**src/rtl/program_counter_stack_if.sv**
```systemverilog
// Control strobes and status of the fetch-stage program counter with return-address stack.
// The control unit drives through master; the PC block receives through slave.
interface program_counter_stack_if #(
   parameter int unsigned WIDTH = 5,
   parameter int unsigned DEPTH = 4
);
   localparam int unsigned SP_W = $clog2(DEPTH + 1);

   logic             ld_pc;
   logic             inc_pc;
   logic             call;
   logic             ret;
   logic             skip;
   logic [WIDTH-1:0] pc_in;
   logic [WIDTH-1:0] pc_out;
   logic [SP_W-1:0]  sp_out;
   logic             stk_empty;
   logic             stk_full;
   logic             stk_err;

   modport master (
      output ld_pc, inc_pc, call, ret, skip, pc_in,
      input  pc_out, sp_out, stk_empty, stk_full, stk_err
   );

   modport slave (
      input  ld_pc, inc_pc, call, ret, skip, pc_in,
      output pc_out, sp_out, stk_empty, stk_full, stk_err
   );
endinterface

```
**src/rtl/program_counter_stack.sv**
```systemverilog
// Program counter with a hardware return-address stack and sticky overflow/underflow flag.
// Optional feature: define PC_SKIP_EN to honour the skip (PC += 2) strobe.
module program_counter_stack #(
   parameter int unsigned     WIDTH        = 5,
   parameter int unsigned     DEPTH        = 4,
   parameter logic [WIDTH-1:0] RESET_VECTOR = '0
) (
   input logic                     clk,
   input logic                     rst,
   program_counter_stack_if.slave  bus
);
   localparam int unsigned SP_W  = $clog2(DEPTH + 1);
   localparam int unsigned IDX_W = $clog2(DEPTH);

   typedef enum logic [2:0] {
      ActHold,
      ActInc,
      ActSkip,
      ActLoad,
      ActCall,
      ActRet
   } action_e;

   action_e          act;
   logic [WIDTH-1:0] pc_q, pc_d;
   logic [SP_W-1:0]  sp_q, sp_d;
   logic             err_q, err_d;
   logic [WIDTH-1:0] stack_q [DEPTH];
   logic [SP_W-1:0]  sp_dec;
   logic [IDX_W-1:0] push_idx;
   logic [IDX_W-1:0] pop_idx;
   logic [WIDTH-1:0] ret_addr;
   logic             push;

`ifndef PC_SKIP_EN
   logic unused_skip;
   assign unused_skip = bus.skip;
`endif

   assign sp_dec   = sp_q - SP_W'(1);
   assign push_idx = sp_q[IDX_W-1:0];
   assign pop_idx  = sp_dec[IDX_W-1:0];
   assign ret_addr = pc_q + WIDTH'(1);

   // Fixed priority: ret > call > ld_pc > skip > inc_pc > hold (rst handled in the registers).
   always_comb begin
      act = ActHold;
      if (bus.ret) begin
         act = ActRet;
      end else if (bus.call) begin
         act = ActCall;
      end else if (bus.ld_pc) begin
         act = ActLoad;
`ifdef PC_SKIP_EN
      end else if (bus.skip) begin
         act = ActSkip;
`endif
      end else if (bus.inc_pc) begin
         act = ActInc;
      end
   end

   always_comb begin
      pc_d  = pc_q;
      sp_d  = sp_q;
      err_d = err_q;
      push  = 1'b0;
      unique case (act)
         ActRet: begin
            if (sp_q != '0) begin
               pc_d = stack_q[pop_idx];
               sp_d = sp_dec;
            end else begin
               err_d = 1'b1;
            end
         end
         ActCall: begin
            if (sp_q != SP_W'(DEPTH)) begin
               push = 1'b1;
               pc_d = bus.pc_in;
               sp_d = sp_q + SP_W'(1);
            end else begin
               err_d = 1'b1;
            end
         end
         ActLoad: pc_d = bus.pc_in;
         ActSkip: pc_d = pc_q + WIDTH'(2);
         ActInc:  pc_d = ret_addr;
         default: ;
      endcase
   end

   always_ff @(posedge clk) begin
      if (rst) begin
         pc_q  <= RESET_VECTOR;
         sp_q  <= '0;
         err_q <= 1'b0;
      end else begin
         pc_q  <= pc_d;
         sp_q  <= sp_d;
         err_q <= err_d;
      end
   end

   // Entries above sp are don't-care, so the storage itself needs no reset.
   always_ff @(posedge clk) begin
      if (!rst && push) begin
         stack_q[push_idx] <= ret_addr;
      end
   end

   assign bus.pc_out    = pc_q;
   assign bus.sp_out    = sp_q;
   assign bus.stk_empty = (sp_q == '0);
   assign bus.stk_full  = (sp_q == SP_W'(DEPTH));
   assign bus.stk_err   = err_q;

endmodule

```
**src/flat_wrapper.sv**
```systemverilog
// flat-port wrapper written by rule: the top's interface ports become plain ports
module program_counter_stack_flat 
#(
   parameter int unsigned     WIDTH        = 5,
   parameter int unsigned     DEPTH        = 4,
   parameter logic [WIDTH-1:0] RESET_VECTOR = '0
)
  (clk, rst, bus_ld_pc, bus_inc_pc, bus_call, bus_ret, bus_skip, bus_pc_in, bus_pc_out, bus_sp_out, bus_stk_empty, bus_stk_full, bus_stk_err);
  program_counter_stack_if #(.WIDTH(WIDTH), .DEPTH(DEPTH)) bus_i ();
  input logic clk;
  input logic rst;
  input wire logic [$bits(bus_i.ld_pc)-1:0] bus_ld_pc;
  input wire logic [$bits(bus_i.inc_pc)-1:0] bus_inc_pc;
  input wire logic [$bits(bus_i.call)-1:0] bus_call;
  input wire logic [$bits(bus_i.ret)-1:0] bus_ret;
  input wire logic [$bits(bus_i.skip)-1:0] bus_skip;
  input wire logic [$bits(bus_i.pc_in)-1:0] bus_pc_in;
  output wire logic [$bits(bus_i.pc_out)-1:0] bus_pc_out;
  output wire logic [$bits(bus_i.sp_out)-1:0] bus_sp_out;
  output wire logic [$bits(bus_i.stk_empty)-1:0] bus_stk_empty;
  output wire logic [$bits(bus_i.stk_full)-1:0] bus_stk_full;
  output wire logic [$bits(bus_i.stk_err)-1:0] bus_stk_err;
  assign bus_i.ld_pc = bus_ld_pc;
  assign bus_i.inc_pc = bus_inc_pc;
  assign bus_i.call = bus_call;
  assign bus_i.ret = bus_ret;
  assign bus_i.skip = bus_skip;
  assign bus_i.pc_in = bus_pc_in;
  assign bus_pc_out = bus_i.pc_out;
  assign bus_sp_out = bus_i.sp_out;
  assign bus_stk_empty = bus_i.stk_empty;
  assign bus_stk_full = bus_i.stk_full;
  assign bus_stk_err = bus_i.stk_err;
  program_counter_stack #(.WIDTH(WIDTH), .DEPTH(DEPTH), .RESET_VECTOR(RESET_VECTOR)) u_core (.clk(clk), .rst(rst), .bus(bus_i));
endmodule
```
**config.mk**
```make
export PLATFORM = sky130hd
export DESIGN_NAME = program_counter_stack_flat
export DESIGN_NICKNAME = d
export VERILOG_FILES = /design/src/rtl/program_counter_stack_if.sv /design/src/rtl/program_counter_stack.sv /design/src/flat_wrapper.sv
export SDC_FILE = /design/constraint.sdc
export NUM_CORES = 1
export LEC_CHECK = 0
export ABC_CLOCK_PERIOD_IN_PS = 4400
export CAP_MARGIN = 15
export CORE_MARGIN = 2
export CORE_UTILIZATION = 40
export CTS_CLUSTER_DIAMETER = 100
export DETAILED_ROUTE_END_ITERATION = 6
export DONT_BUFFER_PORTS = 1
export PLACE_DENSITY_LB_ADDON = 0.15
export SYNTH_ARGS = -nofsm -noshare
export SYNTH_HDL_FRONTEND = slang
export SYNTH_SLANG_ARGS = --single-unit
```
**constraint.sdc**
```tcl
create_clock -name clk -period 4.4 [get_ports clk]
set_input_delay 0.88 -clock clk [delete_from_list [all_inputs] [get_ports clk]]
set_output_delay 0.88 -clock clk [all_outputs]
set_load 0.01 [all_outputs]
```
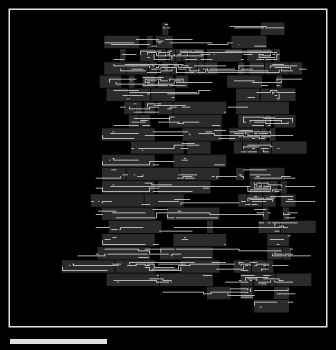
**Above:** run 1 (met1 routing).
Bar = 20 µm.
longest straight run = 28.8 µm
main direction = horizontal

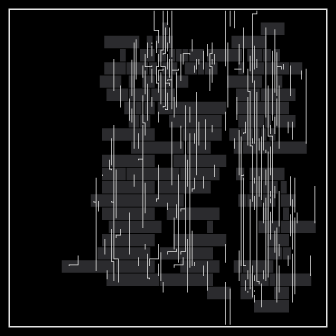
**Above:** run 1 (met2 routing).
wire length on this layer = 1230 µm
nets with wire on the layer = 100
longest straight run = 38.9 µm
share of all routed wire = 46%

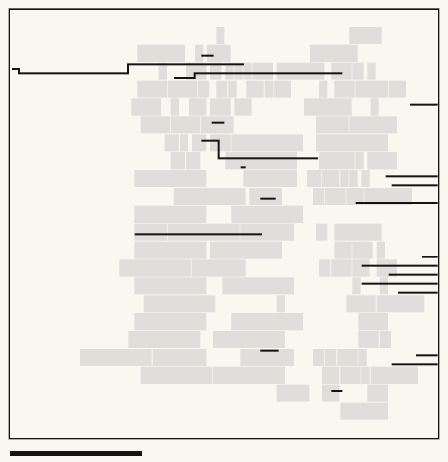
**Above:** run 1 (the metal 3 layer).
Bar = 20 µm.
nets with wire on the layer = 16
longest straight run = 22.3 µm
share of all routed wire = 7.0%
main direction = horizontal

==> flow_summary.ini, run 1 <==
; generated from flow reports
[pwr]
irDropWorstVdd_uv = 151
p_switching_mw = 0.354
powerDensity_nw_per_um2 = 645
sw_frac_of_total_pct = 34.3
power.leakage_nw = 0.547
pwr-share-clk_pct = 25.7
power.group.top = registers
p_comb_share_pct = 30.9
pg_seq_mw = 0.447

[global_routing]
grt_max_degree = 21
grt_pass1_wl_um = 4420
grt_use_met3_pct = 6.42
gr-usage-met2_pct = 20.2
grt_pass1_vias = 887

[setup_path]
crit_start = u_core.bus.sp_out[0]$_SDFFE_PP0P_
path_cells = inv_1 -> ha_1 -> and2_2
crit_fanout = 10
worst_path_largest_cell_delay_ns = 0.73

[layout]
largest_cell_class = flip-flops and latches
buf_share_pct = 0
final_layout_size_suffix_gt1_share_pct = 15.5
final_util_pct = 44.0
layout.cells.most_common = edfxtp_1
clkbuf_count = 6
final_cell_area_um2 = 1600
comb_share_pct = 39.8
final_cells = 164
sh_seq_area_pct = 48.9
multi_input_comb_cells = 75
flops = 29
n_antenna_cell = 0

[routing]
vias = 887
wl_um = 2690
drt_iter0_markers = 85
first_pass_iters = 4
wl_met2_um = 1230
wl_per_cell_um = 16.4

[clock_network]
postCtsSetupBuffers = 0
htreeDepth = 2
cts_buffers = 5
clock_path_buffers = 2
holdBufCountCts = 0
ctsResizeCount = 0
cts_sinks = 29
cts_tree = built

[job]
tool_warnings = 32
drv_cap = 0

[synth]
ys_cells = 116
synth-main-ff-cell = edfxtp_1
synth.logic.top_family = simple AND/OR/NAND/NOR gates
muxShareOfSynthArea_pct = 7.55
synth.most_common_cell = edfxtp_1
syn_area_per_cell_um2 = 12.9
synthArstFlopShare_pct = 0
edf_count = 20
yosys.area.top_type = edfxtp_1

[floorplanning]
fp_util_pct = 41.0
fp-row-count = 22
die_h_um = 65.1
io_pins = 23

[min_path]
hold_path.class = flip-flop to flip-flop

[final_timing]
drv_slew = 0
finalHoldViolations = 0
setup_ws_ns = 1.65
worstMarginPinSlew_ns = 0.647
finClkSkew_ns = 0.00672
fmax_mhz = 364
setup_viol_count_final = 0

[placed_design]
hpwl_um = 1940
dp_slack_ns = 1.69
dpl.cell_count = 156
gp_congestion = 0.805

[outcome]
status = complete, no violations
-- run 1: worst max-delay path, delay by kind of cell (launching register included) --
family / cells / cell delay [ns]
adder cells (fa/ha/maj): 1 / 0.38
flip-flops: 1 / 0.73
AND/OR/NAND/NOR: 1 / 0.29
buffers and inverters: 1 / 0.19
-- run 1: worst paths after layout --
path | slack (ns) | cells after the start | to
min reg2reg | 0.57 | 2 | u_core.bus.pc_out[4]$_SDFFE_PP0P_
max reg2reg | 1.74 | 5 | u_core.stack_q[2][2]$_DFFE_PP_
min | 0.57 | 2 | u_core.bus.pc_out[4]$_SDFFE_PP0P_
max | 1.65 | 3 | bus_stk_full
-- run 1: sequential cells by signal, summed over array words and instances, names as in the netlist --
signal              flops
u_core.stack_q         20
u_core.bus.stk_err      1
u_core.bus.sp_out       3
u_core.bus.pc_out       5
**Run 1: register map, names as in the netlist**

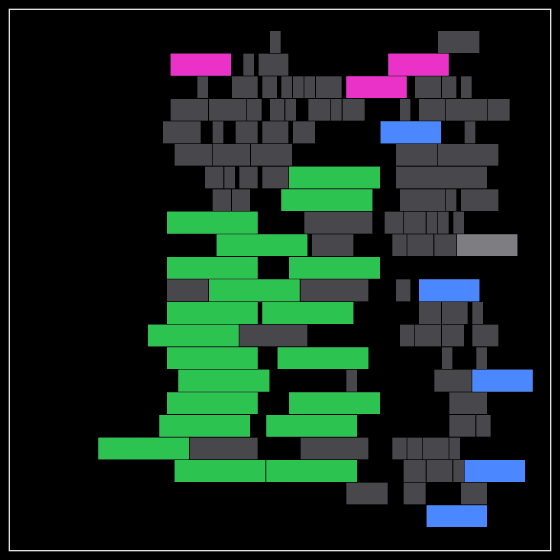

--- run 2 (diff from run 1) ---
- ABC_CLOCK_PERIOD_IN_PS: 4400 -> 2500
- clock period: 4.4 -> 2.5 ns (I/O delays scaled with it)
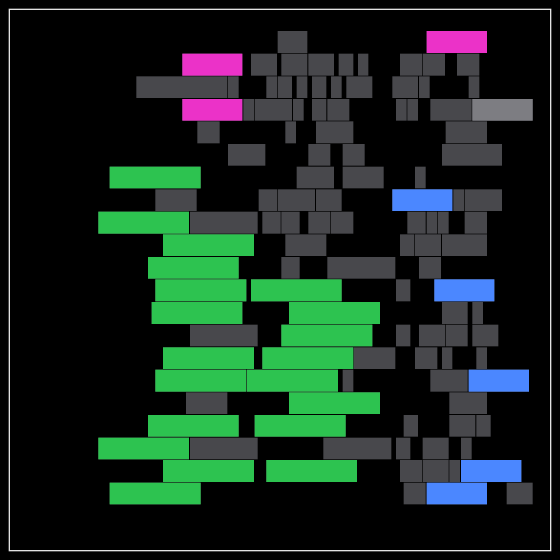
**Above:** run 2 (register map, names as in the netlist).
`u_core.stack_q` -> green  # placed flops 20
`u_core.bus.pc_out` -> blue  # placed flops 5
`u_core.bus.sp_out` -> magenta  # placed flops 3

==> run 2 against run 1 <==
Net effect:
- sequential share of layout area decreased by 0.79 points
- synthesized cell count unchanged
- worst setup slack lost 1.3 ns
- clock-buffer cell count is 1 lower
- clock power up 82%
- cell count is 1.8% higher
- critical path type is now flip-flop to flip-flop
- critical endpoint is now u_core.stack_q[0][0]$_DFFE_PP_
- largest cell class unchanged
- largest power group unchanged
==> flow_summary.ini, run 2 <==
; generated from flow reports
[routing]
wl_met2_um = 1410
drt_iter0_markers = 47

[final_timing]
finalHoldViolations = 0
setup_ws_ns = 0.384
drv_slew = 0
fmax_mhz = 473

[global_routing]
grt_pass1_wl_um = 4750
grt_pass1_vias = 1004

[synth]
yosys.area.top_type = edfxtp_1
syn_area_per_cell_um2 = 12.9

[clock_network]
htreeDepth = 2
clock_path_buffers = 2
cts_tree = built
holdBufCountCts = 0
cts_sinks = 29
postCtsSetupBuffers = 0

[placed_design]
dpl.cell_count = 159
gp_congestion = 0.741

[layout]
multi_input_comb_cells = 75
n_antenna_cell = 0
layout.cells.most_common = edfxtp_1
buf_share_pct = 1.39
clkbuf_count = 5
final_cell_area_um2 = 1620
sh_seq_area_pct = 48.1

[floorplanning]
fp-row-count = 22
io_pins = 23
die_h_um = 65.1
fp_util_pct = 41.0

[setup_path]
crit_end = u_core.stack_q[0][0]$_DFFE_PP_
worst_path_largest_cell_delay_ns = 0.45
crit_fanout = 5

[pwr]
pwr-share-clk_pct = 25.8
power.leakage_nw = 0.561

[outcome]
status = complete, no violations

[job]
drv_cap = 0
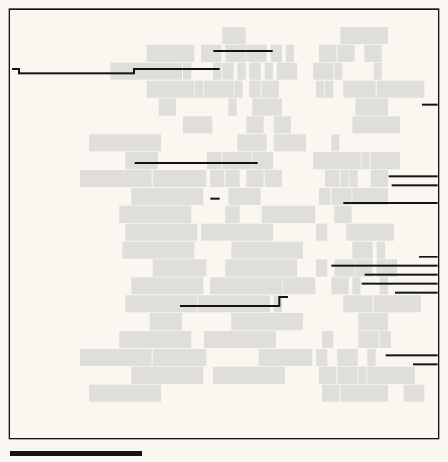
**Above:** run 2 (the metal 3 layer).
Bar = 20 µm.
via count of the routed design: 914
routing usage on met3: 5.90%
Detailed Route WL: 2810 µm

run 2: cell count changes in the layout (fill, tap and decap cells not counted):
cell,previous run,this run
buf_4,0,3
clkbuf_1,1,0
clkinvlp_4,0,1
run 2: power groups by stage:
| stage | sequential [mW] | combinational, mW | clock [mW] |
|---|---|---|---|
| 2_1_floorplan | 0.740 | 0.541 | 0 |
| 6_report | 0.754 | 0.632 | 0.481 |
| 3_5_place_dp | 0.767 | 0.633 | 0 |
| 4_1_cts | 0.757 | 0.637 | 0.493 |
| 5_1_grt | 0.770 | 0.710 | 0.510 |
| 3_3_place_gp | 0.763 | 0.621 | 0 |
run 2: logic make-up after synthesis:
family | share of synthesized area, %
fa+ha+maj | 5.87
compound gates | 11.7
mux | 7.55
buf+inv | 5.03
xor+xnor | 2.94
simple gates | 14.5
flops | 52.3
**Run 2: placed standard cells**

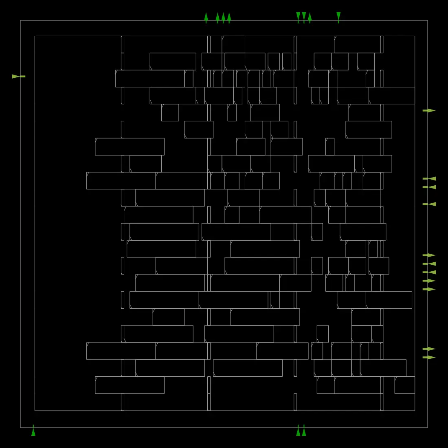

--- run 3 (diff from run 2) ---
- ABC_CLOCK_PERIOD_IN_PS: 2500 -> 2100
- clock period: 2.5 -> 2.1 ns (I/O delays scaled with it)
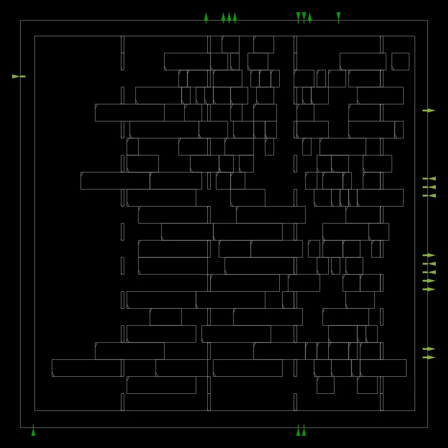
**Above:** run 3 (placed standard cells).
cell row count: 22
final core utilization: 44.8%
FFs & Latches: 29

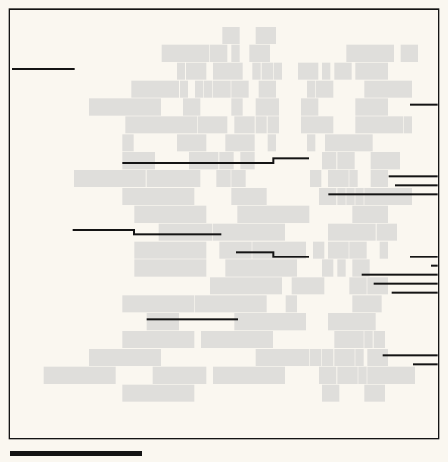
**Above:** run 3 (the metal 3 layer).
Bar = 20 µm.
share of all routed wire = 5.5%
nets with wire on the layer = 13
wire length on this layer = 163 µm

==> run 3 against run 2 <==
Net effect:
- hold slack worse by 0.077 ns
- sequential power grew 16%
- worst setup slack worse by 0.11 ns
- utilization up 0.14 points
- largest cell class unchanged
- die size did not move
- via count is 3.5% higher
- area after synthesis unchanged
- final area is 0.31% higher
==> flow_summary.ini, run 3 <==
; generated from flow reports
[outcome]
status = complete, no violations

[placed_design]
dp_slack_ns = 0.293
dpl.cell_count = 162
io_buffer_count = 0

[job]
tool_warnings = 32

[layout]
buf_share_pct = 2.76
nets = 140
clkbuf_count = 5
num-nonclk-buffers = 6
layout.cells.most_common = edfxtp_1
n_antenna_cell = 0
final_cell_area_um2 = 1630
sh_seq_area_pct = 47.9
comb_share_pct = 39.4
nFillCells = 353
multi_input_comb_cells = 75

[floorplanning]
fp_util_pct = 41.0
io_pins = 23
die_h_um = 65.1

[setup_path]
path_cells = inv_1 -> ha_1 -> and2_2 -> nor4b_2 -> and2_1
cp-start-kind = flip-flop
worst_path_largest_cell_delay_ns = 0.36

[clock_network]
postCtsSetupBuffers = 0
htreeDepth = 2
holdBufCountCts = 0
cts_tree = built
cts_sinks = 29
clock_path_buffers = 2

[global_routing]
grt_pass1_vias = 1009
grt_pass1_wl_um = 5010
use_met1_pct = 20.2
grt_use_met3_pct = 6.08

[synth]
xor_share_pct = 2.94
synth.logic.top_family = simple AND/OR/NAND/NOR gates
syn_inst = 116
syn_area_per_cell_um2 = 12.9
simple_gate_area_share_pct = 14.5
adder_share_pct = 5.87
synthArstFlopShare_pct = 0
synth-main-ff-cell = edfxtp_1
yosys.area.top_type = edfxtp_1
muxShareOfSynthArea_pct = 7.55
compound_area_share_pct = 11.7
synth.most_common_cell = edfxtp_1

[final_timing]
fmax_mhz = 549
finalHoldViolations = 0
drv_slew = 0
rsz0062_at_grt = no

[routing]
met1_length_um = 1350
vias = 946
drc = 0
wl_um = 2980
wl_met2_um = 1440
drt_iter0_markers = 62

[pwr]
power.leakage_nw = 0.570
## run 3: final timing paths
kind,slack [ns],from,to
worst min-delay path,0.20,rst,u_core.bus.pc_out[1]$_SDFFE_PP0P_
worst max-delay path,0.28,u_core.bus.sp_out[1]$_SDFFE_PP0P_,u_core.stack_q[0][0]$_DFFE_PP_
worst max register to register,0.28,u_core.bus.sp_out[1]$_SDFFE_PP0P_,u_core.stack_q[0][0]$_DFFE_PP_
worst min register to register,0.57,u_core.bus.stk_err$_SDFFE_PP0P_,u_core.bus.stk_err$_SDFFE_PP0P_
## run 3: power breakdown
part           internal [mW]  leakage [nW]  switching, mW  total, mW
combinational          0.358         0.270          0.465      0.823
sequential             0.769         0.257          0.108      0.877
clock                  0.228        0.0439          0.222      0.450
Power and IR drop assume default switching activity.
